===== config.mk =====
export PLATFORM = sky130hd
export DESIGN_NAME = rpll_cfg_sequencer
export DESIGN_NICKNAME = d
export VERILOG_FILES = /design/src/rtl/rpll_cfg_sequencer.sv
export SDC_FILE = /design/constraint.sdc
export NUM_CORES = 1
export LEC_CHECK = 0
export ABC_AREA = 1
export CAP_MARGIN = 20
export CORE_UTILIZATION = 40
export CTS_CLUSTER_DIAMETER = 50
export DETAILED_ROUTE_END_ITERATION = 12
export GPL_ROUTABILITY_DRIVEN = 1
export PLACE_DENSITY_LB_ADDON = 0.08
export RECOVER_POWER = 100
export SKIP_CTS_REPAIR_TIMING = 1
export SLEW_MARGIN = 25
export SYNTH_ARGS = -nofsm -noshare
export SYNTH_HDL_FRONTEND = slang
export SYNTH_SLANG_ARGS = --single-unit

===== constraint.sdc =====
create_clock -name clk -period 3.8 [get_ports clk]
set_input_delay 0.57 -clock clk [delete_from_list [all_inputs] [get_ports clk]]
set_output_delay 0.57 -clock clk [all_outputs]
set_load 0.03 [all_outputs]

===== src/rtl/rpll_cfg_sequencer.sv =====
// rPLL bring-up and reconfiguration sequencer, clocked from the PLL reference clock.
// Drives RESET and the dynamic divider selects, qualifies LOCK, and reports clk_ok / lock loss.
module rpll_cfg_sequencer #(
    parameter logic [5:0]  DEF_IDSEL     = 6'd0,
    parameter logic [5:0]  DEF_FBDSEL    = 6'd0,
    parameter logic [5:0]  DEF_ODSEL     = 6'd0,
    parameter int unsigned RESET_CYCLES  = 16,
    parameter int unsigned LOCK_TIMEOUT  = 1000000,
    parameter int unsigned STABLE_CYCLES = 256,
    parameter int unsigned MAX_RETRIES   = 3
) (
    input  logic       clk,
    input  logic       rst_n,
    input  logic       cfg_valid,
    output logic       cfg_ready,
    input  logic [5:0] cfg_idsel,
    input  logic [5:0] cfg_fbdsel,
    input  logic [5:0] cfg_odsel,
    input  logic       pll_lock,
    output logic       pll_reset,
    output logic [5:0] pll_idsel,
    output logic [5:0] pll_fbdsel,
    output logic [5:0] pll_odsel,
    output logic       clk_ok,
    output logic       busy,
    output logic       done,
    output logic       err,
    output logic       lock_lost,
    output logic [7:0] relock_count
);

    // cfg handshake: a divider set transfers on a cycle where cfg_valid && cfg_ready;
    // cfg_ready is only high in RUN and FAIL, and cfg_* is ignored otherwise.

    typedef enum logic [2:0] {
        ST_RST,
        ST_WAIT_LOCK,
        ST_STABLE,
        ST_RUN,
        ST_FAIL
    } state_t;

    localparam logic [23:0] RST_LAST  = 24'(RESET_CYCLES - 1);
    localparam logic [23:0] TO_LAST   = 24'(LOCK_TIMEOUT - 1);
    localparam logic [23:0] STB_LAST  = 24'(STABLE_CYCLES - 1);
    localparam logic [7:0]  RETRY_MAX = 8'(MAX_RETRIES);

    state_t      state_q, state_d;
    logic [23:0] timer_q, timer_d;
    logic [7:0]  retry_q, retry_d;
    logic        sync1_q, lock_sync_q;
    logic        pll_reset_q, pll_reset_d;
    logic [5:0]  idsel_q, idsel_d, fbdsel_q, fbdsel_d, odsel_q, odsel_d;
    logic        clk_ok_q, clk_ok_d;
    logic        cfg_ready_q, cfg_ready_d;
    logic        busy_q, busy_d;
    logic        done_q, done_d;
    logic        err_q, err_d;
    logic        lock_lost_q, lock_lost_d;
    logic [7:0]  relock_q, relock_d;
    logic        accept;

    assign accept = cfg_valid && cfg_ready_q;

    always_comb begin
        state_d     = state_q;
        timer_d     = timer_q;
        retry_d     = retry_q;
        idsel_d     = idsel_q;
        fbdsel_d    = fbdsel_q;
        odsel_d     = odsel_q;
        done_d      = 1'b0;
        err_d       = 1'b0;
        lock_lost_d = 1'b0;
        relock_d    = relock_q;

        case (state_q)
            ST_RST: begin
                timer_d = timer_q + 24'd1;
                if (timer_q == RST_LAST) state_d = ST_WAIT_LOCK;
            end
            ST_WAIT_LOCK: begin
                timer_d = timer_q + 24'd1;
                if (lock_sync_q) begin
                    state_d = ST_STABLE;
                end else if (timer_q == TO_LAST) begin
                    if (retry_q < RETRY_MAX) begin
                        retry_d = retry_q + 8'd1;
                        state_d = ST_RST;
                    end else begin
                        state_d = ST_FAIL;
                        err_d   = 1'b1;
                    end
                end
            end
            ST_STABLE: begin
                timer_d = timer_q + 24'd1;
                if (!lock_sync_q) begin
                    state_d = ST_WAIT_LOCK;
                end else if (timer_q == STB_LAST) begin
                    state_d = ST_RUN;
                    done_d  = 1'b1;
                end
            end
            ST_RUN: begin
                // A simultaneous cfg offer outranks the lock drop: the reset it triggers
                // re-acquires lock anyway, so the loss is not reported.
                if (accept) begin
                    idsel_d  = cfg_idsel;
                    fbdsel_d = cfg_fbdsel;
                    odsel_d  = cfg_odsel;
                    retry_d  = 8'd0;
                    state_d  = ST_RST;
                end else if (!lock_sync_q) begin
                    lock_lost_d = 1'b1;
                    relock_d    = (relock_q == 8'hFF) ? relock_q : relock_q + 8'd1;
                    retry_d     = 8'd0;
                    state_d     = ST_WAIT_LOCK;
                end
            end
            ST_FAIL: begin
                if (accept) begin
                    idsel_d  = cfg_idsel;
                    fbdsel_d = cfg_fbdsel;
                    odsel_d  = cfg_odsel;
                    retry_d  = 8'd0;
                    state_d  = ST_RST;
                end
            end
            default: state_d = ST_RST;
        endcase

        if (state_d != state_q) timer_d = 24'd0;

        // Level outputs follow the next state so they register in step with it.
        pll_reset_d = (state_d == ST_RST);
        clk_ok_d    = (state_d == ST_RUN);
        cfg_ready_d = (state_d == ST_RUN) || (state_d == ST_FAIL);
        busy_d      = (state_d == ST_RST) || (state_d == ST_WAIT_LOCK) || (state_d == ST_STABLE);
    end

    always_ff @(posedge clk or negedge rst_n) begin
        if (!rst_n) begin
            state_q     <= ST_RST;
            timer_q     <= 24'd0;
            retry_q     <= 8'd0;
            sync1_q     <= 1'b0;
            lock_sync_q <= 1'b0;
            pll_reset_q <= 1'b1;
            idsel_q     <= DEF_IDSEL;
            fbdsel_q    <= DEF_FBDSEL;
            odsel_q     <= DEF_ODSEL;
            clk_ok_q    <= 1'b0;
            cfg_ready_q <= 1'b0;
            busy_q      <= 1'b1;
            done_q      <= 1'b0;
            err_q       <= 1'b0;
            lock_lost_q <= 1'b0;
            relock_q    <= 8'd0;
        end else begin
            state_q     <= state_d;
            timer_q     <= timer_d;
            retry_q     <= retry_d;
            sync1_q     <= pll_lock;
            lock_sync_q <= sync1_q;
            pll_reset_q <= pll_reset_d;
            idsel_q     <= idsel_d;
            fbdsel_q    <= fbdsel_d;
            odsel_q     <= odsel_d;
            clk_ok_q    <= clk_ok_d;
            cfg_ready_q <= cfg_ready_d;
            busy_q      <= busy_d;
            done_q      <= done_d;
            err_q       <= err_d;
            lock_lost_q <= lock_lost_d;
            relock_q    <= relock_d;
        end
    end

    assign cfg_ready    = cfg_ready_q;
    assign pll_reset    = pll_reset_q;
    assign pll_idsel    = idsel_q;
    assign pll_fbdsel   = fbdsel_q;
    assign pll_odsel    = odsel_q;
    assign clk_ok       = clk_ok_q;
    assign busy         = busy_q;
    assign done         = done_q;
    assign err          = err_q;
    assign lock_lost    = lock_lost_q;
    assign relock_count = relock_q;

endmodule


==> summary.txt <==
status - finished with violations
failing checks - max-capacitance violations, max-slew violations
final hold vios - 0
crit path to - timer_q[21]
Max stage delay on crit path - 0.74 ns
Crit-path slowest cell - nand2_1
fp util - 0.413
R2R Setup Slk - 1.32 ns
Die Size - 8810 µm²
Simple Share, Synth - 0.268
worst r2r path cells - 10
WL met3 - 248 µm
syn nets - 388
CP Depth - 10
ANT nets after route - 0
max_cap viols - 1
most frequent cell on the critical path - nand2_1
Crit. Startpoint - cfg_valid
P_int - 0.00130 W
Clock Tree Buf Depth - 2
Min Hold Slack - 0.352 ns
post-DP HPWL - 4850 µm
share of cells above drive strength 1 - 0.144
xor+xnor area frac - 0.0545
CTS H-Tree Depth - 3
Mapped Area - 3380 µm²
worst flop-to-flop path startpoint - timer_q[0]
CTS Buf Count - 9
P&R area growth vs syn - 23.7%
setup_tns - 0 ns
VDD IR-drop max - 0.278 mV
dominant kind of cell - registers
Placed Cells - 520
routed vias/inst - 4.78
Tmin final - 2.55 ns
Setup Viol. Count Final - 0
clock sink count - 70
Logic Gate Count - 244
worst path required time - 3.98 ns
Metal-1 WL - 3340 µm
Hold Crit Start - sync1_q
Psw - 0.000721 W
final worst-path cycle share - 0.671
DR top layer - met4
Seq pwr share - 0.435
nets@finish - 451
Clock Buffer Count - 10
Die H - 93.9 µm
fin. max-slew vios - 71
Top cells by area - dfrtp_1 (50%), nand2_1 (6.1%), mux2_2 (6.0%), nor2_1 (6.0%), inv_1 (4.7%)
drt first pass iters - 4
met2 Track Usage GR - 0.274
Cell Type Count - 34
clk slew on worst S/H paths - 0.08 ns
sw frac - 0.357
setup ws final - 1.25 ns
CP bufs+invs - 2
filler instances - 797
initial antenna violation count - 0
DR iter-0 viols - 142
crit path DAT - 2.73 ns
Log Warnings - 26
WL met2 - 3220 µm
Leak - 2.15 nW
core area - 8180 µm²
die width - 93.9 µm
Top logic family - simple AND/OR/NAND/NOR gates
CP endpoint kind - register
Register Area - 1750 µm²
Synth Seq Share - 0.520
fmax - 0.392 GHz
post-synthesis mux area share - 0.0630
Comb area share - 0.333
nonclk buf count - 55
Tightest Pin Transition - 1.71 ns
ANT cells - 0
Crit Path Class - input pin to register
post-synth top area cell - dfrtp_1
flops out of synthesis - 70
Post-Layout Cell Count - 536
first-pass GRT wire length - 11900 µm
clock-cell share of area - 0.0452
WL/cell - 12.9 µm
Min-Delay Path Class - register to register
placed cell area - 4020 µm²
-- cell usage in the layout, fill, tap and decap left out, types with 2 or more instances in the layout --
master           Yosys  final
clkinv_2             0      3
dfstp_2              2      2
o21ai_0              4      4
mux2_2              18     18
nand2_1             55     59
dfrtp_1             68     68
ha_1                 3      3
nand3_1             26     27
a21oi_1              2      2
clkdlybuf4s50_1      0     18
clkbuf_8             0      9
nor2_2              14     12
nor4_1               2      2
xnor2_1              5      5
o22ai_1              3      3
dlygate4sd3_1        0     35
nor2_1              54     56
nor3_1               9     10
inv_1               42     44
inv_2                4      2
nor3_2               5      4
nand4_1             10     10
xor2_1              16     16
o21bai_1             2      2
-- synth_stat cells --
master and count:
a21oi_1 2, and2_2 1, and3_1 1, buf_4 1, buf_6 2, dfrtp_1 68, dfstp_2 2, ha_1 3
inv_1 42, inv_2 4, mux2_2 18, mux2i_1 1, nand2_1 55, nand2_2 4, nand2_4 1, nand3_1 26
nand3_2 2, nand3b_1 1, nand4_1 10, nand4_2 1, nor2_1 54, nor2_2 14, nor2_4 1, nor3_1 9
nor3_2 5, nor4_1 2, o21ai_0 4, o21ai_2 1, o21bai_1 2, o22ai_1 3, o31ai_1 1, or2_2 1
xnor2_1 5, xor2_1 16
-- power by group through the flow --
stage / Sequential, W / Combinational, W / Clock (W)
after CTS: 0.000882 / 0.000603 / 0.000612
final: 0.000880 / 0.000557 / 0.000586
after detailed placement: 0.000895 / 0.000601 / 0
after global placement: 0.000895 / 0.000594 / 0
after floorplan: 0.000928 / 0.000448 / 0
after global routing: 0.000891 / 0.000633 / 0.000650
-- state kept, by name, indices dropped and copies added (netlist names), 3 cells and up --
signal	cells
state_q	3
pll_idsel	6
pll_odsel	6
pll_fbdsel	6
timer_q	24
relock_count	8
retry_q	8
port_nets.png
(4 px per µm)
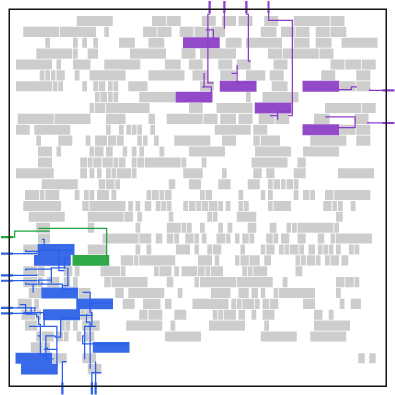
`lock_lost` -> green  # bits 1, direction output, end cells 1, buffers 1, wire 35.6 µm
`relock_count` -> blue  # bits 8, direction output, end cells 8, buffers 8, wire 248 µm
`pll_fbdsel` -> purple  # bits 6, direction output, end cells 6, buffers 6, wire 128 µm
I/O pins: 55
number of buffers added on ports: 54

met3.png
(4 px per µm) Cells faint in the background.
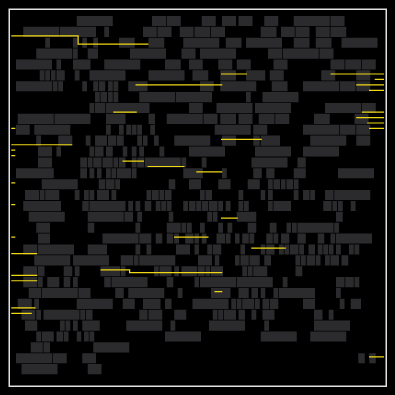
wire length on this layer = 249 µm
main direction = horizontal
nets with wire on the layer = 26
longest straight run = 23.0 µm
share of all routed wire = 3.6%
routed vias: 2564
GR Util met3: 0.0510
Routed Wire Length: 6890 µm

cell_classes.png
(3 px per µm)
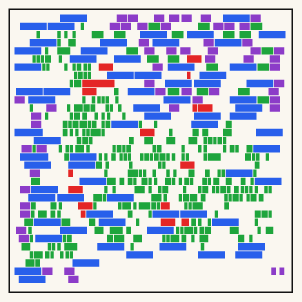
other buffers and delay cells -> purple  # cells 55
all other logic -> green  # cells 290
flops -> blue  # cells 70
clock drivers and dummy loads -> red  # cells 16
Final Util: 0.511
row cnt: 33
final instance area: 4180 µm²
Seq/total area: 0.420

clock_map.png
(4 px per µm)
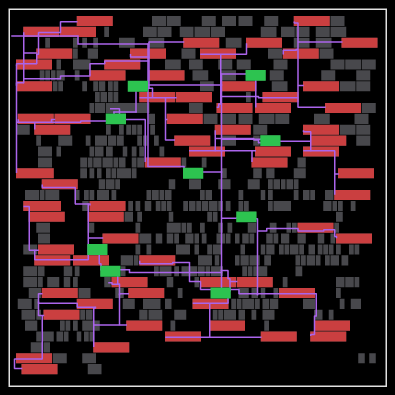
clock wires -> purple  # length 949 µm
cells driving clock nets -> green  # count 9
flip-flops -> red  # count 70
routed clock nets = 10
clock share of power: 0.290
clk pwr: 0.000586 W
worst skew pair latency: 0.34 ns
Worst Skew: 0.0132 ns

No activity file was given, so power comes from the tool's default toggle rates.
